===== config.mk =====
export PLATFORM = sky130hd
export DESIGN_NAME = ahb_to_apb_bridge_nslv
export DESIGN_NICKNAME = d
export VERILOG_FILES = /design/src/rtl/ahb_to_apb_bridge_nslv.sv
export SDC_FILE = /design/constraint.sdc
export NUM_CORES = 1
export LEC_CHECK = 0
export CAP_MARGIN = 40
export CORE_MARGIN = 1
export CORE_UTILIZATION = 41
export CTS_CLUSTER_DIAMETER = 60
export CTS_CLUSTER_SIZE = 30
export DETAILED_ROUTE_END_ITERATION = 8
export PLACE_DENSITY_LB_ADDON = 0.05
export SLEW_MARGIN = 10
export SYNTH_ARGS = -nofsm -noshare
export SYNTH_HDL_FRONTEND = slang
export SYNTH_SLANG_ARGS = --single-unit

===== constraint.sdc =====
create_clock -name HCLK -period 2.7 [get_ports HCLK]
set_input_delay 0.405 -clock HCLK [delete_from_list [all_inputs] [get_ports HCLK]]
set_output_delay 0.405 -clock HCLK [all_outputs]
set_load 0.01 [all_outputs]

===== src/rtl/ahb_to_apb_bridge_nslv.sv =====
// AHB-Lite slave to APB4 master bridge with P_NUM equal-size peripheral slots.
// One APB transfer per AHB transfer; PSLVERR, unmapped hits and PREADY timeout
// all produce a two-cycle AHB ERROR response.
module ahb_to_apb_bridge_nslv #(
  parameter int unsigned ADDR_WIDTH = 32,
  parameter int unsigned DATA_WIDTH = 32,
  parameter int unsigned P_NUM      = 4,
  parameter logic [15:0] P_BASE     = 16'hC000,
  parameter logic [15:0] P_STRIDE   = 16'h0010,
  parameter int unsigned P_TIMEOUT  = 256
) (
  input  logic                        HCLK,
  input  logic                        HRESETn,
  input  logic                        HSEL,
  input  logic [ADDR_WIDTH-1:0]       HADDR,
  input  logic [1:0]                  HTRANS,
  input  logic                        HWRITE,
  input  logic [2:0]                  HSIZE,
  input  logic [3:0]                  HPROT,
  input  logic [DATA_WIDTH-1:0]       HWDATA,
  input  logic                        HREADYIN,
  output logic                        HREADYOUT,
  output logic                        HRESP,
  output logic [DATA_WIDTH-1:0]       HRDATA,
  output logic [P_NUM-1:0]            PSEL,
  output logic                        PENABLE,
  output logic [ADDR_WIDTH-1:0]       PADDR,
  output logic                        PWRITE,
  output logic [DATA_WIDTH-1:0]       PWDATA,
  output logic [3:0]                  PSTRB,
  output logic [2:0]                  PPROT,
  input  logic [P_NUM*DATA_WIDTH-1:0] PRDATA,
  input  logic [P_NUM-1:0]            PREADY,
  input  logic [P_NUM-1:0]            PSLVERR
);

  localparam int unsigned SlotW    = (P_NUM > 1) ? $clog2(P_NUM) : 1;
  localparam int unsigned StrideSh = $clog2(P_STRIDE);
  localparam int unsigned CntW     = (P_TIMEOUT > 0) ? $clog2(P_TIMEOUT + 1) : 1;

  typedef enum logic [2:0] {StIdle, StLatch, StSetup, StAccess, StErr1, StErr2} state_e;

  state_e                  state_q, state_d;
  logic [ADDR_WIDTH-1:0]   addr_q;
  logic                    write_q;
  logic [2:0]              size_q;
  logic [1:0]              prot_q;
  logic [SlotW-1:0]        slot_q;
  logic [CntW-1:0]         cnt_q;

  logic                    valid, accept, hit;
  logic [15:0]             region, off;
  logic [SlotW-1:0]        slot_dec;
  logic [P_NUM-1:0]        sel_1h;
  logic                    pready_sel, pslverr_sel, timeout_hit;
  logic [DATA_WIDTH-1:0]   prdata_sel;
  logic [3:0]              strb;
  logic                    unused_ok;

  assign unused_ok = ^{HTRANS[0], HPROT[3:2]};

  // Address decode: region offset from slot 0, slot index by shift.
  assign valid    = HSEL & HTRANS[1] & HREADYIN;
  assign accept   = valid & ((state_q == StIdle) | (state_q == StErr2));
  assign region   = 16'(HADDR >> 16);
  assign off      = region - P_BASE;
  assign hit      = (region >= P_BASE) && (32'(off) < P_NUM * 32'(P_STRIDE));
  assign slot_dec = SlotW'(off >> StrideSh);

  // Selected-slot views of the APB return signals.
  assign sel_1h      = P_NUM'(1) << slot_q;
  assign pready_sel  = |(PREADY & sel_1h);
  assign pslverr_sel = |(PSLVERR & sel_1h);
  assign prdata_sel  = DATA_WIDTH'(PRDATA >> (DATA_WIDTH * 32'(slot_q)));
  // Fires on the ACCESS cycle that would bring the wait count up to P_TIMEOUT.
  assign timeout_hit = (P_TIMEOUT != 0) && ((32'(cnt_q) + 32'd1) >= P_TIMEOUT);

  // Byte strobes for the latched transfer; reads never strobe.
  always_comb begin
    strb = 4'b0000;
    if (write_q) begin
      case (size_q)
        3'd0:    strb = 4'b0001 << addr_q[1:0];
        3'd1:    strb = addr_q[1] ? 4'b1100 : 4'b0011;
        default: strb = 4'b1111;
      endcase
    end
  end

  // State register.
  always_ff @(posedge HCLK or negedge HRESETn) begin
    if (!HRESETn) state_q <= StIdle;
    else          state_q <= state_d;
  end

  // Next-state logic.
  always_comb begin
    state_d = state_q;
    case (state_q)
      StIdle, StErr2: begin
        if (valid) state_d = hit ? StLatch : StErr1;
        else       state_d = StIdle;
      end
      StLatch:  state_d = StSetup;
      StSetup:  state_d = StAccess;
      StAccess: begin
        if (pready_sel)       state_d = pslverr_sel ? StErr1 : StIdle;
        else if (timeout_hit) state_d = StErr1;
      end
      StErr1:   state_d = StErr2;
      default:  state_d = StIdle;
    endcase
  end

  // Outputs decoded from state.
  always_comb begin
    HREADYOUT = (state_q == StIdle) || (state_q == StErr2);
    HRESP     = (state_q == StErr1) || (state_q == StErr2);
    PENABLE   = (state_q == StAccess);
    PSEL      = ((state_q == StSetup) || (state_q == StAccess)) ? sel_1h : '0;
  end

  // Address-phase capture of the accepted AHB transfer.
  always_ff @(posedge HCLK or negedge HRESETn) begin
    if (!HRESETn) begin
      addr_q  <= '0;
      write_q <= 1'b0;
      size_q  <= 3'd0;
      prot_q  <= 2'd0;
      slot_q  <= '0;
    end else if (accept) begin
      addr_q  <= HADDR;
      write_q <= HWRITE;
      size_q  <= HSIZE;
      prot_q  <= HPROT[1:0];
      slot_q  <= slot_dec;
    end
  end

  // APB request registers, loaded on entry to SETUP and held until the next transfer.
  always_ff @(posedge HCLK or negedge HRESETn) begin
    if (!HRESETn) begin
      PADDR  <= '0;
      PWRITE <= 1'b0;
      PWDATA <= '0;
      PSTRB  <= 4'b0000;
      PPROT  <= 3'b000;
    end else if (state_q == StLatch) begin
      PADDR  <= addr_q;
      PWRITE <= write_q;
      PSTRB  <= strb;
      PPROT  <= {~prot_q[0], 1'b0, prot_q[1]};
      if (write_q) PWDATA <= HWDATA;
    end
  end

  // PREADY wait counter, cleared at SETUP.
  always_ff @(posedge HCLK or negedge HRESETn) begin
    if (!HRESETn) begin
      cnt_q <= '0;
    end else if (state_q == StSetup) begin
      cnt_q <= '0;
    end else if ((state_q == StAccess) && !pready_sel && (P_TIMEOUT != 0)) begin
      cnt_q <= cnt_q + CntW'(1);
    end
  end

  // Read data capture; an errored read still loads PRDATA.
  always_ff @(posedge HCLK or negedge HRESETn) begin
    if (!HRESETn) begin
      HRDATA <= '0;
    end else if ((state_q == StAccess) && pready_sel && !write_q) begin
      HRDATA <= prdata_sel;
    end
  end

endmodule


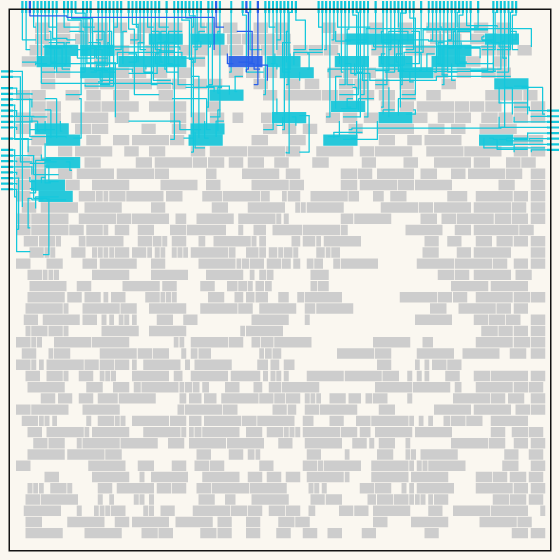
*Wires at chosen ports, followed through buffers, run 1*
Key: blue = PSLVERR [bits 4, direction input, edge top, end cells 1, buffers 4, wire 123 um]; cyan = PRDATA [bits 128, direction input, edge 101 top, 19 left, 8 right, end cells 32, buffers 128, wire 3170 um]

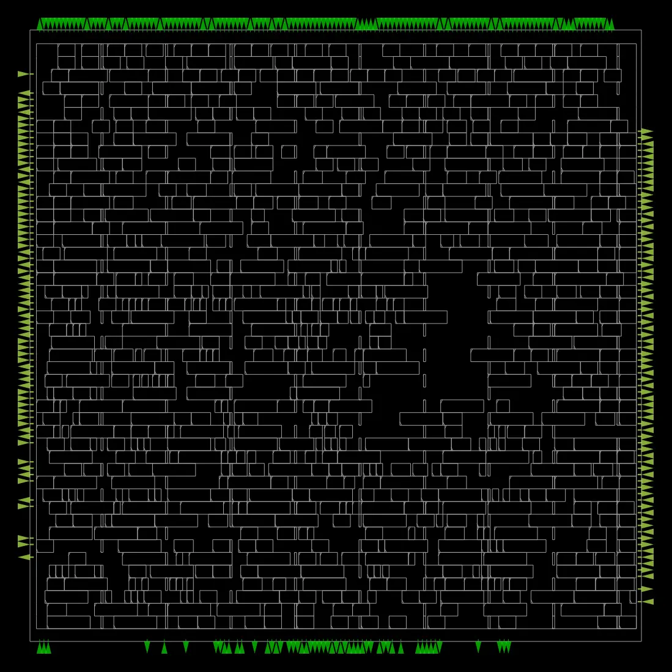
*Cell outlines without signal wires, run 1*
standard cell core area: 0.0161 mm2
FP Rows: 46

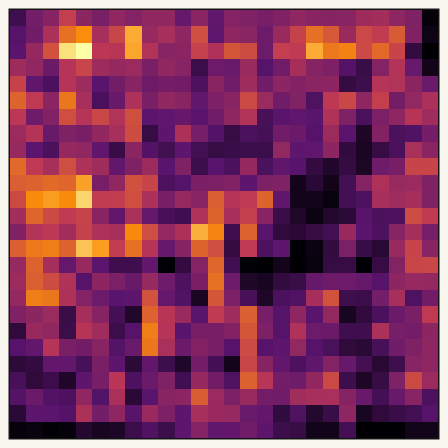
*Wire density map, run 1*
26 x 26 tiles, from black (low) to pale yellow (high), scaled to the fullest tile. Values are wire area over tile area, all layers added.
17% of the tiles are over half the peak. 2.1% of the tiles are nearly empty. The mean over all tiles is 0.17. The densest ninth of the die: middle left. The fullest tile reaches 0.51.
Wirelength per Cell: 17.4 um
total via count in the routed design: 5249
Global Route Usage Sum: 0.221
detailed-route wire length: 18.5 mm

==> run 1: metal layers <==
layer	share of wire	routed length (um)
met2	0.53	9750
met1	0.38	7020
met5	0	0
met3	0.082	1510
met4	0.012	222
==> run 1: area by class of cell <==
cell class	count	area, um2
clock buffers	20	467
clock inverters	12	97.6
fillers	1165	5230
inverters	8	30.0
multi-input cells	322	2800
flip-flops and latches	153	3830
well taps	216	270
repair buffers	333	3330
==> run 1: layout by cell type, fill, tap and decap left out, drive strengths merged <==
master	synthesis	final
clkinvlp	0	2
nor4bb	1	1
mux2	101	101
clkbuf	16	20
a21o	2	2
and2	1	1
clkdlybuf4s50	0	319
nand3b	3	3
clkinv	0	7
xor2	1	1
bufinv	0	1
dlygate4sd3	0	1
or2	1	1
or3	3	3
mux4	34	34
or4b	1	1
nand2	106	106
nor3	5	5
nor4	4	4
inv	8	10
mux2i	2	2
o22ai	2	2
a2111oi	1	1
dfrtp	153	153
xnor2	4	4
a221oi	1	1
buf	16	13
o21ai	12	12
conb	1	1
nand3	5	5
nor2	14	14
ha	1	1
nand4	2	2
nor2b	3	3
and3	2	2
a21oi	3	3
a22o	4	4
nand2b	2	2
==> run 1: power breakdown <==
group | switching, mW | leakage [nW] | internal (mW)
registers | 0.653 | 1.89 | 3.36
clock network | 0.901 | 0.282 | 1.33
logic | 1.98 | 2.43 | 2.94
==> run 1: path summary, 6_finish.rpt <==
| check | endpoint | startpoint |
|---|---|---|
| min in group asynchronous | PWDATA[8] | HRESETn |
| worst max-delay path | PSEL[3] | state_q[1] |
| worst min-delay path | PADDR[30] | addr_q[30] |
| max in group asynchronous | addr_q[20] | HRESETn |
| worst max register to register | cnt_q[2] | addr_q[20] |
| worst min register to register | PADDR[30] | addr_q[30] |
==> run 1: cells by family after synthesis <==
kind of cell / Yosys count / synth area share
flops: 153 / 0.563
simple gates: 153 / 0.0964
mux: 137 / 0.283
buf+inv: 40 / 0.0263
compound gates: 25 / 0.0228
xor+xnor: 5 / 0.00644
fa+ha+maj: 1 / 0.00184
other cells: 1 / 0.000551
==> run 1: worst min-delay path: stages (launching register included) <==
cell and delay, ns:
dfrtp_1 0.34, nand2_1 0.05, nand2_1 0.05
==> run 1: state kept, by name, summed over array words and instances (netlist names) <==
name,count
addr_q,32
cnt_q,9
PWDATA,32
write_q,1
size_q,3
PWRITE,1
prot_q,2
PPROT,2
PADDR,32
state_q,3
HRDATA,32
PSTRB,4
==> run notes, run 1 <==
On the backend side, the flow ran end to end.

The maximum number of pins on one net before global-route repair stands at between 60 and 70. The flow reports an fmax of 396 MHz. The final report lists a non-filler cell total of 1064. Of the synthesized area, sequential elements account for 0.563.

The number of clock sinks came to 153. The run finished with clean final reports. Sorting the synthesis cell report by count puts at the top dfrtp_1.

The critical path endpoint has a required time of around 2.3 ns. The worst setup path is captured at an output pin. The post-CTS setup repair buffer count stands at 0. The highest net fanout along the worst path stands at 12. The number of placed instances, taps included stands at 1031.

Counting both buffers and inverters, the worst setup path holds a total of 1. The fraction of synthesized cell area taken by the top area cell type stands at 0.563. The global route stage reports its total congestion overflow as 0. The number of buffers inserted by hold repair at cts stands at 1.

The min-delay analysis places its worst path in the category flip-flop to flip-flop. STA classifies the critical path startpoint as a flip-flop. Summing over the stages, the warning tally comes to 29. The worst hold slack stands at 0.461 ns.

Summing internal, switching and leakage power gives 11.2 mW. The biggest area contributor in the post-synthesis netlist is dfrtp_1. The synthesized netlist was found by Yosys to have 515 cells. In the final layout, the share of cells above drive strength 1 is 0.217. The delay of the slowest cell on the worst path stands at 0.58 ns. The transition time at the pin with the least slew margin stands at slightly above 0.6 ns. After synthesis, the share of flip-flops with an asynchronous set or reset is 1.00.

For this design, the slowest cell found on the critical path is clkdlybuf4s50_1. The maximum clock path buffer count stands at 2. Per the synth log, the flip-flop and latch total comes to approximately 150. Among all flip-flop cells after synthesis, the most frequent one is dfrtp_1. The register clock-pin slew on the reported worst setup and hold paths stands at 0.06 ns. Hold analysis shows the worst path with a depth of 2. Across the run, the number of max-cap violations was 0. Of the available clock period, the critical path in the final layout requires 0.934. The final critical path time including I/O delays and setup stands at between 2 and 3 ns.

Once routing completed, OpenROAD measured the worst setup slack at roughly 0.18 ns. The synthesized cell area stands at 0.00680 mm2. The global-route wire length before repair stands at 28.2 mm. The wire-length estimate of the detail-placed layout is between 10 and 15 mm.

TritonCTS built the clock tree. met3 track demand over resource after global routing is 0.0810. The reg-to-reg setup timing slack stands at 0.62 ns. The initial antenna violation count stands at 0.

After the last flow step, the layout net total stands at around 1100. The number of diodes stands at 0. The length in cells of the worst reg-to-reg path stands at 4. Counting flops with a built-in enable in the synthesized netlist gives 0. The synthesis log from Yosys contains 0 warnings. The main area contributors are dfrtp_1 56%, mux2_2 17%, mux4_2 11%.

The hold violation count in the final report stands at 0. In this run the number of H-tree levels came out at 4. The cell family contributing the most delay on the critical path is buffers and inverters. Between clock sinks in the finished design, the worst skew comes to around 0.0049 ns. The relative slew slack stands at 0.589. Max-slew check failures listed in the final report amount to 0.

Total power normalized to cell area comes to 1030 mW/mm2. The global routing met2 resource utilization stands at 0.383. For the completed layout, the total cell area is recorded as 0.0108 mm2. The number of vias per cell stands at 4.93. Listed in order, past its start point the critical path passes nor2b_1, and3_1, clkdlybuf4s50_1.

In the final timing run, aggregate negative setup slack is 0 ns. The leakage power summed over all cells stands at ~4.6 nW. The first-pass iteration count of the detailed router stands at 4. The number of remaining DRC errors stands at 0. The number of distinct library cell variants in the gate-level netlist after synthesis stands at 37.

In this run the clock root is driven by a clkbuf_16. After synthesis, the most frequently instantiated cells are 153 x dfrtp_1, 106 x nand2_1, 101 x mux2_2.
## Run 2: what changed since run 1
Settings changed: CTS_CLUSTER_DIAMETER 60 to 200, PLACE_DENSITY set to 0.91, PLACE_DENSITY_LB_ADDON 0.05 to unset.
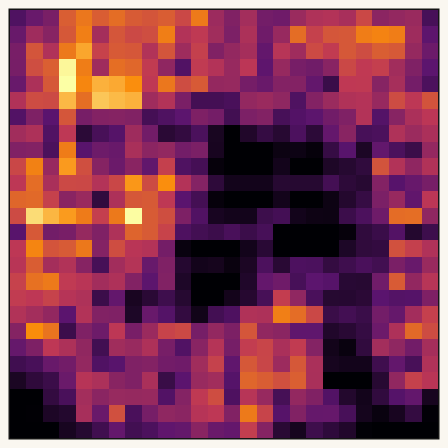
*Wire density map, run 2*
26 x 26 tiles, from black (low) to pale yellow (high), scaled to the fullest tile. Values are wire area over tile area, all layers added.
The fullest tile reaches 0.52. 23% of the tiles are over half the peak. The mean over all tiles is 0.18. The emptiest ninth of the die: center.

==> run 2 against run 1 <==
Area after synthesis unchanged. Sequential share of layout area down 0.19 points. Count of clock-buffer cells in the layout unchanged. Global-route usage down 0.19 points. Clock power up 9%. Cell count down 0.28%. Combinational power about the same. Clock skew up 0.0057 ns. Highest routed layer unchanged. Design area up 0.53%. First-iteration DRC count down 22%. Largest power group unchanged. Power up 1.8%. Via count up 1.1%.
==> run notes, run 2 <==
On the backend side, the flow ran end to end.

The fraction of power consumed by combinational cells stands at 0.432 (-0.009). The number of warnings in the stage logs stands at 29 (unchanged). The post-CTS setup repair buffer count came to 0 (unchanged). The sequential power share is 0.355 (-0.004). The worst hold path begins at addr_q[28]. OpenSTA lists the critical path startpoint as state_q[1]. The synthesized cell area is 0.00680 mm2 (unchanged).

The kind of cell with the highest combined delay along the critical path is flip-flops. The flow ran to the end, and the final reports show no timing, DRC or antenna violations. The number of nets in the finished design came to 1049 (-0.095%). Ranked by total cell area, the synthesized netlist is headed by dfrtp_1 56%, mux2_2 17%, mux4_2 11%. The worst setup path is launched from a flip-flop. The hold violation count in the final report was 0 (unchanged).

The maximum number of pins on one net before global-route repair came to 62 (-10%). The number of clock sinks seen by CTS is 153 (unchanged). The number of cells in Yosys stat stands at 515 (unchanged). The proportion of synthesized chip area in sequential cells stands at 0.563 (unchanged). The reg-to-reg setup timing slack stands at 0.59 ns (-0.03 ns). The clock skew stands at 0.0106 ns (+0.00571 ns). The worst hold slack is 0.457 ns (-0.00376 ns). The highest net fanout along the worst path was 12 (unchanged).

The number of vias per cell came to 5.00 (+1.4%). The worst hold path cell count is 2 (unchanged). The switching share of power came to 0.313 (-0.00323).

The critical path depth stands at 3. Clock tree synthesis selected as its root buffer the cell clkbuf_16. In this run, the number of DRC markers left after iteration 0 of detailed routing was 193.

The slowest stage of the critical path is the dfrtp_1 cell. The fraction of synthesized cell area taken by the top area cell type stands at 0.563 (unchanged). The fraction of layout cells with a size suffix above 1 is 0.214 (-0.00278). The total of fill cells in the finished design stands at 1151 (-1.2%).

The reported max-cap violation count stands at 0 (unchanged). Among logic cells in the layout, the one with the most instances is clkdlybuf4s50_1. The initial antenna violation count stands at 0 (unchanged). The number of placed instances, taps included is 1030 (-0.097%).

The final critical path time including I/O delays and setup is 2.51 ns (-0.0142 ns). The share of flip-flops with an asynchronous set or reset stands at 1.00 (unchanged). The congestion estimate from routability-driven global placement came to 0.806.

The switching power total stands at 3.56 mW (+0.79%). The overall overflow remaining after global route stands at 0 (unchanged). TritonCTS built the clock tree. By count the netlist is led by 153 x dfrtp_1, 106 x nand2_1, 101 x mux2_2. The number of cells in the finished layout apart from fillers stands at 1061 (-0.28%). The highest clock rate was 399 MHz (+0.56%).

The first-pass iteration count of the detailed router stands at 4 (unchanged). The total routing resource utilization after global routing stands at 0.219 (-0.00195). STA classifies the critical path endpoint as an output pin. The largest total area in the synthesized netlist belongs to dfrtp_1. The synthesis stats list as the most numerous cell dfrtp_1.

The initial utilization of the core area, before any placement, comes to 0.424. The global-route wire length before repair came to 28.0 mm (-0.83%). The area used by sequential logic in the layout stands at 0.00383 mm2 (unchanged). The floorplan row count is 46 (unchanged). The count of vias placed by the detailed router came to 5305 (+1.1%).

The power per cell area stands at 1040 mW/mm2 (+1.3%). The number of distinct library cell variants in the gate-level netlist after synthesis came to 37 (unchanged). The number of H-tree branching levels stands at 4 (unchanged).

The required time of the critical path stands at 2.30 ns (about the same). The area occupied by multi-input gates stands at 0.00281 mm2 (about the same). The number of global-route vias before repair stands at 5368. The cell area after layout stands at 0.0109 mm2 (+0.53%). The clock group share of total power stands at 0.213 (+0.013). The number of synthesized register bits stands at 153 (unchanged). The worst register-to-register path begins at addr_q[20]. The number of max-slew violations in the final report came to 0 (unchanged). The length in cells of the worst reg-to-reg path stands at 4 (unchanged). The post-route clock period utilization was 0.929 (-0.00525).

The register clock-pin slew on the reported worst setup and hold paths stands at 0.06 ns (about the same). The total negative slack was 0 ns (unchanged). The average wire per standard cell came to 17.9 um (+2.8%). The number of warnings printed during yosys synthesis stands at 0 (unchanged). Listed in order, past its start point the critical path passes nor2b_2, and3_1, clkdlybuf4s50_1. The relative slew slack stands at 0.453 (-0.136). The routed wire length stands at 19.0 mm (+2.5%).

The area of the core was 0.0161 mm2 (unchanged). The synthesis report names the predominant flop master as dfrtp_1. The number of remaining DRC errors is 0 (unchanged). The delay of the slowest cell on the worst path was 0.59 ns (about the same). Ranking logic cells in the layout by count gives the top entries 319 x clkdlybuf4s50_1, 152 x dfrtp_1, 106 x nand2_1.

The transition time at the pin with the least slew margin stands at 0.819 ns (+0.204 ns). The leakage power summed over all cells is 4.62 nW (+0.25%). The design internal power stands at 7.81 mW (+2.3%). The tightest min-delay check is of the flip-flop to flip-flop type.

The total power of the final layout stands at 11.4 mW (+1.8%). The number of port buffers stands at 320. The number of diodes came to 0 (unchanged). The maximum clock path buffer count is 2 (unchanged). The half-perimeter wire length of the detailed placement result stands at 14.2 mm (+1.1%). The number of enable-type register cells in the synthesized netlist stands at 0 (unchanged). The sum of buffers and inverters on the critical path stands at 1 (unchanged).
==> run 2: through the flow <==
stage	worst slack (ns)	util
6_report	0.192	0.678
5_1_grt	0.0707	0.678
4_1_cts	0.0909	0.678
3_5_place_dp	0.433	0.640
3_3_place_gp	0.450	0.640
2_1_floorplan	0.783	-
==> run 2: what timing repair did <==
action	CTS	global route
hold buffers	1	0
resized	0	1
endpoints found under the hold margin	59	0
setup endpoints to repair	0	3
==> run 2: layer usage <==
layer  up-vias  global-route usage  wire (um)
met5         -                   0          0
met2       175               0.369       9810
met1      2647               0.269       7550
met3        25              0.0615       1280
li1       2458                   -          -
met4         0              0.0805        320
==> run 2: area by class of cell <==
| class | count | area share |
|---|---|---|
| Timing Repair Buffer | 332 | 0.307 |
| Clock inverter | 10 | 0.0133 |
| Sequential cell | 153 | 0.352 |
| Clock buffer | 20 | 0.0420 |
| Inverter | 8 | 0.00276 |
| Tap cell | 216 | 0.0248 |
| Multi-Input combinational cell | 322 | 0.258 |
==> run 2: cell families (layout without fill, tap and decap cells) <==
kind of cell	Yosys count	count (layout)	share of synthesized area
compound gates	25	25	0.0228
xor+xnor	5	5	0.00644
fa+ha+maj	1	1	0.00184
buf+inv	40	370	0.0263
flops	153	153	0.563
mux	137	137	0.283
other cells	1	1	0.000551
simple gates	153	153	0.0964
==> run 2: path summary, 6_finish.rpt <==
check / to
worst max-delay path: PSEL[3]
worst min-delay path: PADDR[28]
worst max register to register: cnt_q[7]
worst min register to register: PADDR[28]
max in group asynchronous: PADDR[23]
min in group asynchronous: HRDATA[4]
==> run 2: worst min-delay path, cell delays in order (launching register included) <==
cell and delay, ns:
dfrtp_1 0.34, nand2_1 0.05, nand2_1 0.05
==> run 2: power groups by stage <==
stage | Sequential, mW | Clock [mW] | Combinational (mW)
finish | 4.03 | 2.42 | 4.91
global route | 4.19 | 2.57 | 5.29
CTS | 4.04 | 2.48 | 4.98
detailed placement | 4.06 | 0 | 4.95
global placement | 4.00 | 0 | 4.81
floorplan | 4.20 | 0 | 2.29
No activity file was given, so power comes from the tool's default toggle rates.
